===== src/rtl/led_pkg.sv =====
// Shared types and constants for the breathing-LED sequencer.
package led_pkg;

    typedef enum logic [1:0] {
        RISE    = 2'd0,
        HOLD_HI = 2'd1,
        FALL    = 2'd2,
        HOLD_LO = 2'd3
    } led_state_e;

    typedef logic [1:0] led_state_t;

    localparam led_state_t ST_RISE    = 2'd0;
    localparam led_state_t ST_HOLD_HI = 2'd1;
    localparam led_state_t ST_FALL    = 2'd2;
    localparam led_state_t ST_HOLD_LO = 2'd3;

    // Hold counter needs at least one bit even when HOLD_TICKS is 1.
    function automatic int hold_width(input int hold_ticks);
        return (hold_ticks > 1) ? $clog2(hold_ticks) : 1;
    endfunction

endpackage


===== src/rtl/pwm_compare.sv =====
// Free-running PWM counter with a registered duty comparator; usable for any dimmed output.
module pwm_compare #(
    parameter int WIDTH = 8
) (
    input  logic             CLK,
    input  logic             RESET,
    input  logic             EN,
    input  logic [WIDTH-1:0] DUTY,
    output logic             LED
);

    logic [WIDTH-1:0] pcnt;

    // pcnt keeps running while EN is low so re-enabling stays phase-aligned.
    always_ff @(posedge CLK) begin
        if (RESET) begin
            pcnt <= '0;
            LED  <= 1'b0;
        end else begin
            pcnt <= pcnt + 1'b1;
            LED  <= EN & (DUTY > pcnt);
        end
    end

endmodule


===== src/rtl/led_breathe_pwm.sv =====
// Breathing-LED sequencer (rise, hold, fall, hold) driving a PWM comparator.
// Define LED_BREATHE_GAMMA_EN for a squared (perceptual) duty curve with one extra cycle of latency.
module led_breathe_pwm
    import led_pkg::*;
#(
    parameter int WIDTH      = 8,
    parameter int HOLD_TICKS = 16
) (
    input  logic             CLK,
    input  logic             RESET,
    input  logic             TICK,
    input  logic             EN,
    output logic             LED,
    output logic [WIDTH-1:0] LEVEL,
    output logic [1:0]       STATE
);

    localparam int HW = hold_width(HOLD_TICKS);
    localparam logic [WIDTH-1:0] MAX       = {WIDTH{1'b1}};
    localparam logic [HW-1:0]    HOLD_LAST = HW'(HOLD_TICKS - 1);

    led_state_t       state;
    logic [WIDTH-1:0] level;
    logic [HW-1:0]    hcnt;
    logic [WIDTH-1:0] duty;

    always_ff @(posedge CLK) begin
        if (RESET) begin
            state <= ST_RISE;
            level <= '0;
            hcnt  <= '0;
        end else if (TICK && EN) begin
            case (state)
                ST_RISE: begin
                    if (level != MAX) level <= level + 1'b1;
                    else begin
                        state <= ST_HOLD_HI;
                        hcnt  <= '0;
                    end
                end
                ST_HOLD_HI: begin
                    if (hcnt != HOLD_LAST) hcnt <= hcnt + 1'b1;
                    else begin
                        state <= ST_FALL;
                        hcnt  <= '0;
                    end
                end
                ST_FALL: begin
                    if (level != '0) level <= level - 1'b1;
                    else begin
                        state <= ST_HOLD_LO;
                        hcnt  <= '0;
                    end
                end
                ST_HOLD_LO: begin
                    if (hcnt != HOLD_LAST) hcnt <= hcnt + 1'b1;
                    else begin
                        state <= ST_RISE;
                        hcnt  <= '0;
                    end
                end
                default: begin
                    state <= ST_RISE;
                    hcnt  <= '0;
                end
            endcase
        end
    end

`ifdef LED_BREATHE_GAMMA_EN
    logic [2*WIDTH-1:0] sq;
    logic [2*WIDTH-1:0] sq_hi;

    assign sq    = {{WIDTH{1'b0}}, level} * {{WIDTH{1'b0}}, level};
    assign sq_hi = sq >> WIDTH;

    // Product is registered to keep the multiplier off the comparator path.
    always_ff @(posedge CLK) begin
        if (RESET) duty <= '0;
        else       duty <= sq_hi[WIDTH-1:0];
    end
`else
    assign duty = level;
`endif

    pwm_compare #(.WIDTH(WIDTH)) u_pwm (
        .CLK   (CLK),
        .RESET (RESET),
        .EN    (EN),
        .DUTY  (duty),
        .LED   (LED)
    );

    assign LEVEL = level;
    assign STATE = state;

endmodule


===== config.mk =====
export PLATFORM = sky130hd
export DESIGN_NAME = led_breathe_pwm
export DESIGN_NICKNAME = d
export VERILOG_FILES = /design/src/rtl/led_pkg.sv /design/src/rtl/pwm_compare.sv /design/src/rtl/led_breathe_pwm.sv
export SDC_FILE = /design/constraint.sdc
export NUM_CORES = 1
export LEC_CHECK = 0
export ABC_CLOCK_PERIOD_IN_PS = 3100
export CORE_ASPECT_RATIO = 1.5
export CORE_UTILIZATION = 30
export CTS_CLUSTER_SIZE = 25
export DETAILED_ROUTE_END_ITERATION = 7
export PLACE_DENSITY = 0.52
export SETUP_SLACK_MARGIN = 0.05
export SYNTH_ARGS = -nofsm -noshare
export SYNTH_HDL_FRONTEND = slang
export SYNTH_SLANG_ARGS = --single-unit

===== constraint.sdc =====
create_clock -name CLK -period 3.1 [get_ports CLK]
set_input_delay 0.31 -clock CLK [delete_from_list [all_inputs] [get_ports CLK]]
set_output_delay 0.31 -clock CLK [all_outputs]
set_load 0.005 [all_outputs]

Fig. 1: run 1, wiring heat map
Drawn at 4 px/µm. The die is cut into 12 by 18 equal tiles; white is low, dark blue is high, scaled to the fullest tile. Values are wire area over tile area, all layers added.
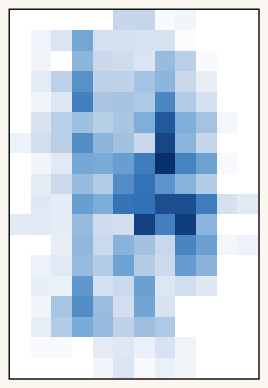
nearly empty tiles: 30%
tiles over half the peak: 15%
emptiest ninth of the die: south-east
total wire length: 3660 µm
mean routed wirelength per cell: 13.7 µm
Total Routing Usage GR: 14.7%
vias: 1355

Fig. 2: run 1, track usage over the die
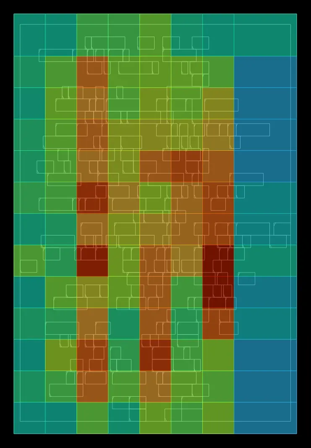
met2 usage: 25.1%
GR Layer Usage met1: 17.3%
final core occ: 35.5%

==> out/results.ini, run 1 <==
[cts]
postCtsHoldBufs=0
cts_tree=built
clock-root-buffer=clkbuf_8
clock-sinks=23
cts.path.max_buffers=2
htree_levels=1
post_cts_buffers=0
clk_latency_ns=0.27
cts.reportedPaths.clkPinSlew_ns=0.09
cts_resized=0
cts_buffers=3

[run]
warnings=31
max-cap-violations=0

[route]
final_antenna_net_count=0
drt_iter0_markers=45
drc=0
m1WireLength_um=1640
routed-wl-met3_um=42
highest_layer=met4
wl_met2_um=1870
drt_first_pass_iters=4
via_per_inst=5.07

[sta]
fin_setup_tns_ns=0
relSlewSlack_pct=65.7
holdWs_ns=0.479
worst_pin_slew_ns=0.515
final-hold-violation-count=0
period_used_pct=73.7
period_needed_ns=2.28
finalSetupViolCount=0
rsz0062_at_grt=false
fmax_mhz=438
fin_ws_ns=0.816
slew_viol_final=0

[floorplan]
chip_area_um2=5710
row_count=32
fp.dieW_um=62.1
die_y_um=92.1
fp_util_pct=31.4
pin_count=15
core_um2=5160

[yosys]
top_area_cell=dfxtp_1
post-synth-top-area-fraction_pct=28.4
yosys_warnings=0
synth_flops=23
synthArstFlopShare_pct=0
most_common_cell=dfxtp_1
common_cells=23 x dfxtp_1, 19 x nor2_1, 17 x ha_1
syn_area_per_cell_um2=8.63
synth_cell_types=49
synth_area_um2=1620
syn-instance-count=188
ys_cells=188
yosys_area_um2=1620
synth-edff-count=0
ys_seq_share_pct=28.4
fp_nets=209
area_leaders=dfxtp_1 28%, ha_1 13%, nor2_1 4.4%
yosys_most_used_dff=dfxtp_1

[global_route]
grt_pass1_wl_um=6310
grt_pass1_vias=1362
overflow=0
grt_max_degree=18
antenna_found_initial=0

[placement]
place.gp.congestion=0.777
dp_hpwl_um=2760
dp_cells=263
place_worst_setup_slack_ns=0.838
numPortBuffers=14

[critical_path]
worst_setup_path_end_kind=flop
critPathLaunch=STATE[0]
path_max_fanout=5
cp-start-kind=flop
required_ns=3.31
crit_arrival_ns=2.49
r2r_start=STATE[0]
crit_type=flop to flop

[layout]
ff_latch_area_um2=460
drive_gt1_share_pct=10.6
fin_nets=221
fillers=542
comb_area_um2=1030
fin_cells=267
area_growth_pct=13.0
antenna_cells=0

[min_path]
min-delay-start=u_pwm.pcnt[0]
min_path_type=flop to flop

[pwr]
power_leakage_nw=0.703
power-per-cell-area_nw_per_um2=310
ir_drop_mv=0.124

[run_status]
status=finished, final reports clean

Fig. 3: run 1, clock network drawn from the DEF
Drawn at 4 px/µm.
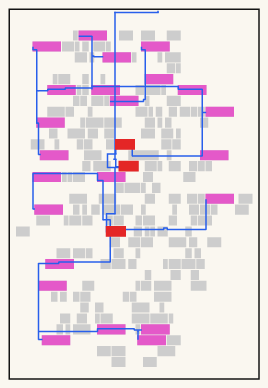
[cells driving clock nets] red | count: 3
[flip-flops] magenta | count: 23
[clock wires] blue | length: 386 µm
flops lie: all over the die
routed clock nets: 4
clk pwr: 0.000200 W
clock skew: 0.00264 ns
clock power share: 35.3%

-- run 1: flip-flops by register name (all words and copies together), names as in the netlist --
name,flops
STATE,2
u_pwm.pcnt,8
LEVEL,8
u_pwm.LED,1
hcnt,4
-- run 1: metrics by stage --
step	area, µm²	power [W]	util, %
2_1_floorplan	1620	0.000357	-
3_3_place_gp	1790	0.000375	34.6
3_5_place_dp	1790	0.000375	34.6
4_1_cts	1830	0.000577	35.5
5_1_grt	1830	0.000598	35.5
6_report	1830	0.000567	35.5
-- run 1: power breakdown --
group / switching (W) / internal, W / total, W
Sequential: 0.00000873 / 0.000301 / 0.000310
Clock: 0.000110 / 0.0000901 / 0.000200
Combinational: 0.0000280 / 0.0000291 / 0.0000571
Total: 0.000147 / 0.000421 / 0.000567
-- run 1: cells by family (layout without fill, tap and decap cells) --
logic type	Yosys count	in the layout	synth area share, %
mux	6	6	3.93
compound gates	43	43	18.2
buf+inv	24	35	8.40
fa+ha+maj	17	17	13.1
flops	23	23	28.4
xor+xnor	9	9	4.86
simple gates	66	66	23.1
-- run 1: worst paths after layout --
check	end	slack, ns	cells past startpoint
setup / recovery	LEVEL[6]	0.82	9
hold / removal	u_pwm.pcnt[0]	0.48	1
setup reg to reg	LEVEL[6]	0.82	9
hold reg to reg	u_pwm.pcnt[0]	0.48	1
-- run 1: critical path, stage by stage, from the launching register on --
cell,delay [ns]
dfxtp_1,0.38
inv_1,0.12
ha_1,0.23
xor2_1,0.15
ha_1,0.21
a21oi_1,0.29
or4_1,0.16
a21oi_1,0.07
or4_1,0.47
a21oi_1,0.14
-- run 1: cells in the final DEF (no fill, tap or decap), types with 3 or more instances in the layout --
cell type,count
ha_1,17
buf_4,3
xnor2_1,8
clkdlybuf4s50_1,14
nand3_1,7
clkbuf_8,3
a21o_1,4
nand2_1,5
nand4_1,6
nor2_1,19
or3_1,3
mux2i_1,3
inv_1,14
a21oi_1,14
dfxtp_1,23
o21ai_0,5
a31o_2,3
nor2b_1,6
and3_1,4
-- run 1: area by class of cell --
type / count / share of cell area [%]
clock inverters: 1 / 0.273
inverters: 14 / 2.87
multi-input cells: 141 / 56.0
clock buffers: 3 / 2.25
well taps: 68 / 4.64
repair buffers: 17 / 8.87
flip-flops and latches: 23 / 25.1
-- run 1: metal layers --
metal | GRT usage [%] | up-vias
met5 | 0 | -
met4 | 7.22 | 0
met3 | 1.27 | 8
met2 | 25.1 | 21
met1 | 17.3 | 630
li1 | - | 696
Fig. 4: run 1, zoomed window
Window x 16 to 46, y 13 to 43 µm. Cells in grey, sequential cells in the stronger grey; small squares are vias.
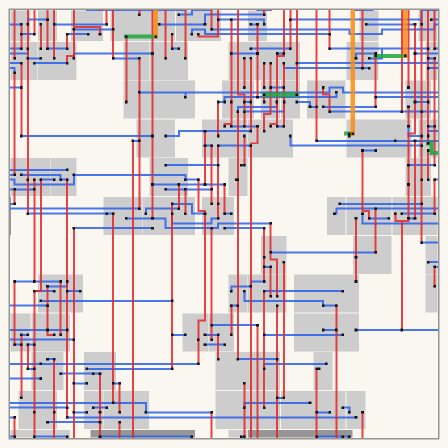

==> run 1 -> run 2 <==
Settings changed: ABC_CLOCK_PERIOD_IN_PS 3100 to 2400.
Clock period 3.1 ns to 2.4 ns, I/O delays scaled along.
Fig. 5: run 2, zoomed window
Window x 16 to 46, y 13 to 43 µm. Cells in grey, sequential cells in the stronger grey; small squares are vias.
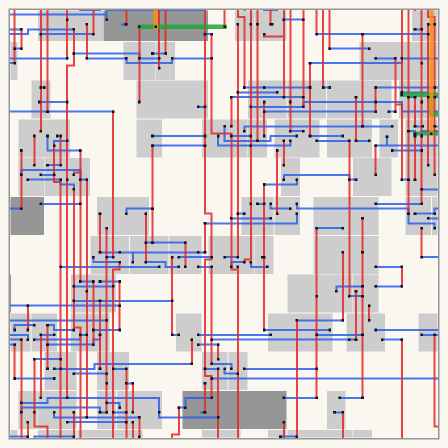
| layer | colour |
|---|---|
| met4 | orange |
| met1 | blue |
| met3 | green |
| met2 | red |
cells with their middle in the window: 57
most frequent: ha_1 (6), nand4_1 (5)
sequential cells in the window: 2
netlist names of flops here include: LEVEL (1), STATE (1)

Fig. 6: run 2, wiring heat map
Drawn at 4 px/µm. The die is cut into 12 by 18 equal tiles; white is low, dark blue is high, scaled to the fullest tile. Values are wire area over tile area, all layers added.
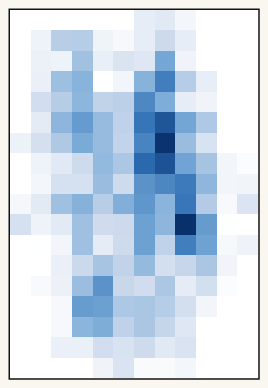
tiles over half the peak: 12%
mean over tiles: 0.099
densest ninth of the die: centre
mean routed wirelength per cell: 13.4 µm
total wire length: 3670 µm
Total Routing Usage GR: 14.9%

==> out/results.ini, run 2 <==
[yosys]
ys_sh_simple_pct=23.1  ; unchanged
top_logic_kind=simple AND/OR/NAND/NOR gates
syn-instance-count=188  ; unchanged
top_area_cell=dfxtp_1
synth.cellmix.compoundShare_pct=18.2  ; unchanged
post-synth-top-area-fraction_pct=28.4  ; unchanged
ys_cells=188  ; unchanged
yosys_most_used_dff=dfxtp_1
synth-edff-count=0  ; unchanged
most_common_cell=dfxtp_1
yosys_area_um2=1620  ; unchanged
ys_sh_adder_pct=13.1  ; unchanged
mux_area_share_pct=3.93  ; unchanged
synth_flops=23  ; unchanged
fp_nets=209  ; unchanged
common_cells=23 x dfxtp_1, 19 x nor2_1, 17 x ha_1
synth_cell_types=49  ; unchanged
synth_area_um2=1620  ; unchanged
ys_seq_share_pct=28.4  ; unchanged

[critical_path]
r2r_start=STATE[0]
rr_endpoint=LEVEL[6]
timing.reg2reg.setup_slack_ns=0.24  ; -0.58 ns
worst_setup_path_end_kind=flop
path_max_fanout=5  ; unchanged

[cts]
cts.reportedPaths.clkPinSlew_ns=0.09  ; about the same
cts_tree=built
clock-root-buffer=clkbuf_8
clock-sinks=23  ; unchanged
clk_latency_ns=0.27  ; about the same
post_cts_buffers=0  ; unchanged
cts_buffers=3  ; unchanged
htree_levels=1  ; unchanged

[floorplan]
fp.dieW_um=62.1  ; unchanged
chip_area_um2=5710  ; unchanged
die_y_um=92.1  ; unchanged
fp_util_pct=31.4  ; unchanged
core_um2=5160  ; unchanged
pin_count=15  ; unchanged
row_count=32  ; unchanged

[placement]
place.gp.congestion=0.778  ; +0.12%
dp_cells=270  ; +2.7%
place_worst_setup_slack_ns=0.208  ; -0.630 ns

[sta]
holdWs_ns=0.485  ; +0.00607 ns
final-hold-violation-count=0  ; unchanged
period_needed_ns=2.16  ; -0.123 ns
fin_setup_tns_ns=0  ; unchanged
rsz0062_at_grt=false
fmax_mhz=463  ; +5.7%
period_used_pct=90.1  ; +16 points
relSlewSlack_pct=67.7  ; +2.1 points

[layout]
fillers=534  ; -1.5%
fin_cells=274  ; +2.6%
fin_nets=228  ; +3.2%
final_common_cell=dfxtp_1

[route]
via_per_inst=5.12  ; +0.90%
drt_first_pass_iters=6  ; +2
route.vias.total=1403  ; +3.5%

[global_route]
grt_pass1_wl_um=6540  ; +3.7%
antenna_found_initial=0  ; unchanged
grt_pass1_vias=1362  ; unchanged
grt_max_degree=15  ; -3

[min_path]
hold_depth=1  ; unchanged
hold_path_end=u_pwm.pcnt[0]

[run]
warnings=31  ; unchanged

[run_status]
status=finished, final reports clean

[pwr]
ir_drop_mv=0.172  ; +38%
power-per-cell-area_nw_per_um2=386  ; +25%

[run 2: how the worst max path moves through the flow]
stage | end | cells past startpoint
floorplan | LEVEL[6] | 11
global placement | LEVEL[6] | 9
detailed placement | LEVEL[6] | 9
CTS | LEVEL[6] | 9
global route | LEVEL[6] | 9
finish | LEVEL[6] | 9
[run 2: final cells by class]
type / count / share of cell area, %
Multi-Input combinational cell: 141 / 54.6
Clock inverter: 1 / 0.264
Tap cell: 68 / 4.48
Sequential cell: 23 / 24.3
Timing Repair Buffer: 24 / 11.3
Inverter: 14 / 2.77
Clock buffer: 3 / 2.18
[run 2: critical path, cell delays in order, from the launching register on]
cell and delay, ns:
dfxtp_2 0.36, inv_1 0.09, ha_1 0.27, xor2_1 0.16, ha_1 0.24, a21oi_4 0.17, or4_1 0.13, a21oi_1 0.06
or4_1 0.47, a21oi_1 0.14
[run 2: timing repair]
item | CTS | global route
setup endpoints to repair | 0 | 1
hold buffers | 0 | 0
gates resized | 0 | 2
[run 2: per-stage QoR]
stage	area (µm²)	utilization, %	total power, W
final	1900	36.7	0.000733
after global routing	1900	36.7	0.000782
after CTS	1890	36.6	0.000753
after detailed placement	1840	35.7	0.000490
after global placement	1840	35.7	0.000490
after floorplan	1630	-	0.000461
[run 2: cell families (layout without fill, tap and decap cells)]
logic type / after synthesis / after routing
AOI/OAI and AO/OA: 43 / 43
buffers and inverters: 24 / 42
and+or+nand+nor: 66 / 66
xor gates and xnor gates: 9 / 9
muxes: 6 / 6
adders and majority gates: 17 / 17
DFF: 23 / 23
[run 2: metal layers]
layer | track usage [%] | wire length, µm | share of wire, % | up-vias
li1 | - | - | - | 712
met1 | 18.7 | 1580 | 43 | 656
met2 | 25.2 | 1930 | 53 | 25
met3 | 0.846 | 52 | 1.4 | 10
met4 | 6.11 | 108 | 2.9 | 0
met5 | 0 | 0 | 0 | -
[run 2: power by group]
part | switching [W] | internal (W)
registers | 0.0000115 | 0.000389
logic | 0.0000371 | 0.0000417
clock network | 0.000137 | 0.000116
total | 0.000186 | 0.000547
Power and IR drop assume default switching activity.
